Fig. 1: gate families picked out
Drawn at 4 px/um.
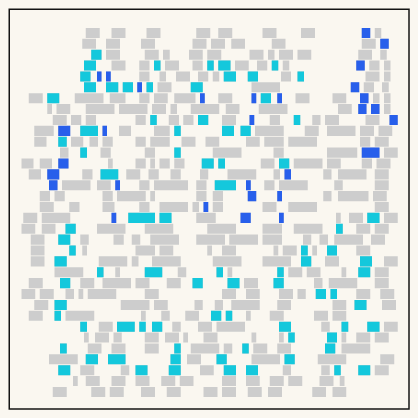
Fig. 2: the clock network
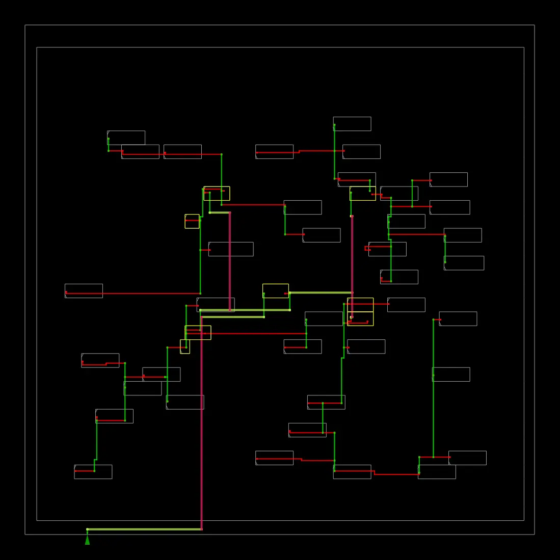
Fig. 3: cell area per tile
Drawn at 3 px/um. 10 x 10 tiles, from dark purple (low) to yellow (high), 0 to 100% covered.
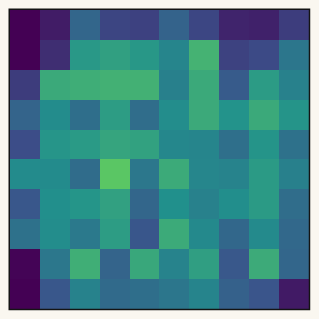
<file path="config.mk">
export PLATFORM = sky130hd
export DESIGN_NAME = dm_arbiter_flat
export DESIGN_NICKNAME = d
export VERILOG_FILES = /design/src/rtl/dm_arbiter_if.sv /design/src/rtl/dm_arbiter.sv /design/src/flat_wrapper.sv
export SDC_FILE = /design/constraint.sdc
export NUM_CORES = 1
export LEC_CHECK = 0
export CELL_PAD_IN_SITES_DETAIL_PLACEMENT = 1
export CELL_PAD_IN_SITES_GLOBAL_PLACEMENT = 1
export CORE_MARGIN = 2
export CORE_UTILIZATION = 23
export CTS_BUF_LIST = sky130_fd_sc_hd__clkbuf_8
export DETAILED_ROUTE_END_ITERATION = 8
export PLACE_DENSITY_LB_ADDON = 0.1
export SLEW_MARGIN = 25
export SYNTH_ARGS = -nofsm -noshare
export SYNTH_HDL_FRONTEND = slang
export SYNTH_SLANG_ARGS = --single-unit
</file>
<file path="constraint.sdc">
create_clock -name clk -period 1.99 [get_ports clk]
set_clock_uncertainty 0.2 [all_clocks]
set_input_delay 0.398 -clock clk [delete_from_list [all_inputs] [get_ports clk]]
set_output_delay 0.398 -clock clk [all_outputs]
set_load 0.01 [all_outputs]
</file>
<file path="src/rtl/dm_arbiter_if.sv">
// ---------------------------------------------------------------------------
// dm_arbiter_if
// Bundle of requester-side and memory-side signals for dm_arbiter.
//
//   req, wr, lock      per-requester request, access type (1=write), keep-grant hint
//   addr, wdata        packed per-requester address / write data
//   gnt, rvalid        one-hot grant pulse / one-hot read-data-valid pulse
//   rdata              shared read data, meaningful only while rvalid is non-zero
//   mem_addr/_wdata/_wr  data memory request
//   mem_rdata          data memory read data (synchronous, one cycle after address)
//
// Modports: slave  = the arbiter
//           master = the environment (requesters plus data memory)
// ---------------------------------------------------------------------------
interface dm_arbiter_if #(
  parameter int NUM_REQ = 4,
  parameter int ADDR_W  = 16,
  parameter int DATA_W  = 8
);
  logic [NUM_REQ-1:0]        req;
  logic [NUM_REQ-1:0]        wr;
  logic [NUM_REQ-1:0]        lock;
  logic [NUM_REQ*ADDR_W-1:0] addr;
  logic [NUM_REQ*DATA_W-1:0] wdata;
  logic [NUM_REQ-1:0]        gnt;
  logic [NUM_REQ-1:0]        rvalid;
  logic [DATA_W-1:0]         rdata;
  logic [ADDR_W-1:0]         mem_addr;
  logic [DATA_W-1:0]         mem_wdata;
  logic                      mem_wr;
  logic [DATA_W-1:0]         mem_rdata;

  modport slave (
    input  req, wr, lock, addr, wdata, mem_rdata,
    output gnt, rvalid, rdata, mem_addr, mem_wdata, mem_wr
  );

  modport master (
    output req, wr, lock, addr, wdata, mem_rdata,
    input  gnt, rvalid, rdata, mem_addr, mem_wdata, mem_wr
  );
endinterface

</file>
<file path="src/rtl/dm_arbiter.sv">
// ---------------------------------------------------------------------------
// dm_arbiter
// Round-robin arbiter granting NUM_REQ requesters access to one synchronous
// data memory. Three-state FSM: IDLE -> ACCESS (one cycle, gnt + memory
// strobe) -> RESP (rvalid for reads, arbitration for the next access).
// Back-to-back traffic therefore sustains one access every two cycles.
//
// Ports:
//   clk   single clock, rising edge
//   rst   synchronous, active-high reset
//   bus   dm_arbiter_if.slave (requester and memory signals)
//
// Optional feature: define DM_ARB_LOCK_EN to let the requester that just
// finished keep the next grant while it holds both lock and req in RESP.
// Without the macro the lock input is ignored.
// ---------------------------------------------------------------------------
module dm_arbiter #(
  parameter int NUM_REQ = 4,
  parameter int ADDR_W  = 16,
  parameter int DATA_W  = 8
) (
  input logic         clk,
  input logic         rst,
  dm_arbiter_if.slave bus
);

  localparam int WIN_W = (NUM_REQ > 1) ? $clog2(NUM_REQ) : 1;

  typedef enum logic [1:0] {
    IDLE   = 2'd0,
    ACCESS = 2'd1,
    RESP   = 2'd2
  } state_t;

  state_t             state;
  logic [WIN_W-1:0]   last_winner;
  logic               wr_latched;

  logic [WIN_W-1:0]   rr_winner;
  logic               rr_found;
  logic [WIN_W:0]     cand;
  logic [WIN_W-1:0]   next_winner;
  logic               arb_valid;
  logic [ADDR_W-1:0]  sel_addr;
  logic [DATA_W-1:0]  sel_wdata;
  logic               sel_wr;

  // Round-robin search starting one past the last winner. cand is one bit
  // wider so last_winner + k cannot overflow before the wrap.
  // NOTE: every always_comb output gets a default first so no path leaves
  // it unassigned, which would otherwise infer a latch.
  always_comb begin
    rr_winner = last_winner;
    rr_found  = 1'b0;
    cand      = '0;
    for (int k = 1; k <= NUM_REQ; k++) begin
      cand = {1'b0, last_winner} + (WIN_W+1)'(k);
      if (cand >= (WIN_W+1)'(NUM_REQ)) cand = cand - (WIN_W+1)'(NUM_REQ);
      if (!rr_found && bus.req[cand[WIN_W-1:0]]) begin
        rr_found  = 1'b1;
        rr_winner = cand[WIN_W-1:0];
      end
    end
  end

`ifdef DM_ARB_LOCK_EN
  // In RESP last_winner is the requester just served; a held lock+req pins it.
  always_comb begin
    next_winner = rr_winner;
    arb_valid   = rr_found;
    if (state == RESP && bus.lock[last_winner] && bus.req[last_winner]) begin
      next_winner = last_winner;
      arb_valid   = 1'b1;
    end
  end
`else
  always_comb begin
    next_winner = rr_winner;
    arb_valid   = rr_found;
  end

  logic lock_unused;
  assign lock_unused = ^bus.lock;
`endif

  // Select the winner's request fields.
  always_comb begin
    sel_addr  = '0;
    sel_wdata = '0;
    sel_wr    = 1'b0;
    for (int i = 0; i < NUM_REQ; i++) begin
      if (next_winner == WIN_W'(i)) begin
        sel_addr  = bus.addr[i*ADDR_W +: ADDR_W];
        sel_wdata = bus.wdata[i*DATA_W +: DATA_W];
        sel_wr    = bus.wr[i];
      end
    end
  end

  // FSM with registered outputs: gnt/mem_* are loaded on the edge entering
  // ACCESS, rvalid on the edge entering RESP, and both pulses self-clear.
  // NOTE: sequential state uses non-blocking assignments so every register
  // samples pre-edge values regardless of statement order.
  always_ff @(posedge clk) begin
    if (rst) begin
      state         <= IDLE;
      last_winner   <= WIN_W'(NUM_REQ - 1);
      wr_latched    <= 1'b0;
      bus.gnt       <= '0;
      bus.rvalid    <= '0;
      bus.mem_addr  <= '0;
      bus.mem_wdata <= '0;
      bus.mem_wr    <= 1'b0;
    end else begin
      bus.gnt    <= '0;
      bus.rvalid <= '0;
      bus.mem_wr <= 1'b0;
      unique case (state)
        IDLE, RESP: begin
          if (arb_valid) begin
            state         <= ACCESS;
            last_winner   <= next_winner;
            wr_latched    <= sel_wr;
            bus.gnt       <= {{(NUM_REQ-1){1'b0}}, 1'b1} << next_winner;
            bus.mem_addr  <= sel_addr;
            bus.mem_wdata <= sel_wdata;
            bus.mem_wr    <= sel_wr;
          end else begin
            state <= IDLE;
          end
        end
        ACCESS: begin
          state <= RESP;
          // gnt still holds the winner's one-hot code during ACCESS.
          bus.rvalid <= wr_latched ? '0 : bus.gnt;
        end
        default: state <= IDLE;
      endcase
    end
  end

  // Memory data arrives during RESP, so it is passed straight through,
  // gated to zero whenever no rvalid bit is up.
  assign bus.rdata = (|bus.rvalid) ? bus.mem_rdata : '0;

endmodule
</file>
<file path="src/flat_wrapper.sv">
// flat-port wrapper written by rule: the top's interface ports become plain ports
module dm_arbiter_flat 
#(
  parameter int NUM_REQ = 4,
  parameter int ADDR_W  = 16,
  parameter int DATA_W  = 8
)
  (clk, rst, bus_req, bus_wr, bus_lock, bus_addr, bus_wdata, bus_mem_rdata, bus_gnt, bus_rvalid, bus_rdata, bus_mem_addr, bus_mem_wdata, bus_mem_wr);
  dm_arbiter_if #(.NUM_REQ(NUM_REQ), .ADDR_W(ADDR_W), .DATA_W(DATA_W)) bus_i ();
  input logic clk;
  input logic rst;
  input wire logic [$bits(bus_i.req)-1:0] bus_req;
  input wire logic [$bits(bus_i.wr)-1:0] bus_wr;
  input wire logic [$bits(bus_i.lock)-1:0] bus_lock;
  input wire logic [$bits(bus_i.addr)-1:0] bus_addr;
  input wire logic [$bits(bus_i.wdata)-1:0] bus_wdata;
  input wire logic [$bits(bus_i.mem_rdata)-1:0] bus_mem_rdata;
  output wire logic [$bits(bus_i.gnt)-1:0] bus_gnt;
  output wire logic [$bits(bus_i.rvalid)-1:0] bus_rvalid;
  output wire logic [$bits(bus_i.rdata)-1:0] bus_rdata;
  output wire logic [$bits(bus_i.mem_addr)-1:0] bus_mem_addr;
  output wire logic [$bits(bus_i.mem_wdata)-1:0] bus_mem_wdata;
  output wire logic [$bits(bus_i.mem_wr)-1:0] bus_mem_wr;
  assign bus_i.req = bus_req;
  assign bus_i.wr = bus_wr;
  assign bus_i.lock = bus_lock;
  assign bus_i.addr = bus_addr;
  assign bus_i.wdata = bus_wdata;
  assign bus_i.mem_rdata = bus_mem_rdata;
  assign bus_gnt = bus_i.gnt;
  assign bus_rvalid = bus_i.rvalid;
  assign bus_rdata = bus_i.rdata;
  assign bus_mem_addr = bus_i.mem_addr;
  assign bus_mem_wdata = bus_i.mem_wdata;
  assign bus_mem_wr = bus_i.mem_wr;
  dm_arbiter #(.NUM_REQ(NUM_REQ), .ADDR_W(ADDR_W), .DATA_W(DATA_W)) u_core (.clk(clk), .rst(rst), .bus(bus_i));
endmodule
</file>
==> run notes <==
Summed over all layers, the global routing overflow is 0. The tools report the final worst-path setup slack as 70.5 ps. In this design, the stage delay of the slowest critical-path cell is 330 ps.

The final layout contains routed wiring with a total length of 9330 um. With the max-cap check violation count at 0, the total iterations of the first detailed-routing run is 4. The number of antenna diodes in the final layout is 0. Combinational power for this build is 1.15 mW. Entering global routing, the biggest net connects 19 pins. The logs give 0 for the final hold violation count and 9910 sq um for the chip area. Looking at the clock tree report, the H-tree level count equals 2. The type of the worst min-delay path is reg2reg. Half-perimeter wire length after detailed placement: 7200 um.

Setup repair after global routing could not meet its margin everywhere. For this run, the number of standard cells in the final layout without fillers is 536. Per the gpl log, the routability congestion estimate is 0.782. The run gives 0.178 for the layout cell share with drive strength beyond 1. For the remaining antenna violation count after routing, the log shows 0. After floorplanning, the core was divided into 34 placement rows. The number of nets handed over by synthesis was 363. The synthesized instance count is 245. The report lists the cells along the critical path as nor4_2, buf_4, buf_4, nor2b_1, buf_2. The logs give 1041 for the count of filler cells inserted in the layout and 300 ps for the insertion delay at the late pin of the worst-skew pair.

The tools report the switching component of the power as 0.842 mW. The flow ran to the end, and the final reports show no timing, DRC or antenna violations. The final number of max-transition violations is 0. The final standard cell area without fillers is 4160 sq um, and the routed wire length per instance is 17.4 um. The post-route setup TNS is 0 ps, and the number of enable-type register cells in the synthesized netlist is 0.

In this run the count of I/O pins placed on the die edge is 159. The register share after synthesis was 0.362. The synthesis report names the predominant flop master as sky130_fd_sc_hd__dfxtp_1. For the total vias in the final route, the log shows 2690. The number of cells in Yosys stat was 245. TritonRoute reported its final design rule violation total as 0.

The run gives 0 for the share of flip-flops with an asynchronous set or reset after synthesis.
About Fig. 1:
family	color	cells	most used
aoi and oai cells	cyan	85	a211oi_1
nor cells	blue	30	nor2_1

About Fig. 2:
clk sinks: 38
clock network power: 0.584 mW
clock buffer instance count of the final layout: 6

About Fig. 3:
fullest tile	74%
mean over tiles	41%
nearly empty tiles	4.0%
Initial Util: 0.239
fin util: 0.473
area of the core: 8810 sq um

-- worst paths after layout --
path	from	endpoint	slack [ps]	cells after the start
worst min-delay path	u_core.state[1]	u_core.state[1]	210	1
worst max register to register	u_core.last_winner[0]	u_core.bus.mem_addr[13]	100	6
worst max-delay path	u_core.bus.rvalid[1]	bus_rdata[6]	70	5
worst min register to register	u_core.state[1]	u_core.state[1]	210	1
-- worst max-delay path: cells and delay by family, from the launching register on --
family	cells	cell delay, ps
simple gates	2	280
flops	1	330
buf+inv	3	420
-- routing by layer --
metal  wire (um)  vias up  track usage
li1            -     1310            -
met1        4090     1278        0.235
met2        4700       91        0.337
met3         431       11       0.0309
met4         114        0       0.0485
met5           0        -            0
-- cell families (layout without fill, tap and decap cells) --
| logic type | Yosys count | in the layout | share of synthesized area |
|---|---|---|---|
| AND-OR/OR-AND | 98 | 98 | 0.347 |
| buffers and inverters | 20 | 203 | 0.0560 |
| flip-flops | 38 | 38 | 0.362 |
| multiplexers | 1 | 1 | 0.00715 |
| AND/OR/NAND/NOR | 88 | 88 | 0.228 |
-- timing repair --
item	in CTS	in global routing
hold buffers	0	0
gates resized	38	7
setup endpoints to repair	37	14
pin swaps	3	2
setup buffers	3	0
-- synthesized netlist by cell type (2+ instances only) --
cell type                  number  area share
sky130_fd_sc_hd__clkbuf_1       4      0.0071
sky130_fd_sc_hd__o22a_1         2      0.0083
sky130_fd_sc_hd__a21o_1         8       0.029
sky130_fd_sc_hd__and2_1         4       0.012
sky130_fd_sc_hd__o21ai_1       17       0.040
sky130_fd_sc_hd__nand3_1        8       0.019
sky130_fd_sc_hd__and3_1        17       0.051
sky130_fd_sc_hd__buf_6          3       0.016
sky130_fd_sc_hd__a211oi_1      25       0.089
sky130_fd_sc_hd__nand2b_1       3      0.0089
sky130_fd_sc_hd__nor2b_1        9       0.027
sky130_fd_sc_hd__a211o_1        2      0.0083
sky130_fd_sc_hd__dfxtp_1       38        0.36
sky130_fd_sc_hd__nor4b_1        2      0.0083
sky130_fd_sc_hd__buf_4          3       0.011
sky130_fd_sc_hd__o21ai_0        9       0.021
sky130_fd_sc_hd__a221oi_1       7       0.029
sky130_fd_sc_hd__a21oi_1        2      0.0048
sky130_fd_sc_hd__nor3b_1        2      0.0071
sky130_fd_sc_hd__buf_2          7       0.017
sky130_fd_sc_hd__o221ai_1      17       0.071
sky130_fd_sc_hd__nand2_1       20       0.036
sky130_fd_sc_hd__nor2_1        14       0.025
-- flip-flops by register name, indices dropped and copies added, names as in the netlist --
name	flops
u_core.last_winner	2
u_core.bus.rvalid	4
u_core.bus.mem_wr	1
u_core.bus.gnt	4
u_core.bus.mem_addr	16
u_core.wr_latched	1
u_core.state	2
u_core.bus.mem_wdata	8
-- cell type report --
| type | count | share of cell area |
|---|---|---|
| multi-input combinational | 187 | 0.301 |
| clock inverter | 2 | 0.00301 |
| inverter | 2 | 0.00180 |
| clock buffer | 6 | 0.0198 |
| timing repair buffer | 193 | 0.458 |
| tap | 108 | 0.0325 |
| sequential | 38 | 0.184 |
Power is estimated from default activity; no workload was simulated.
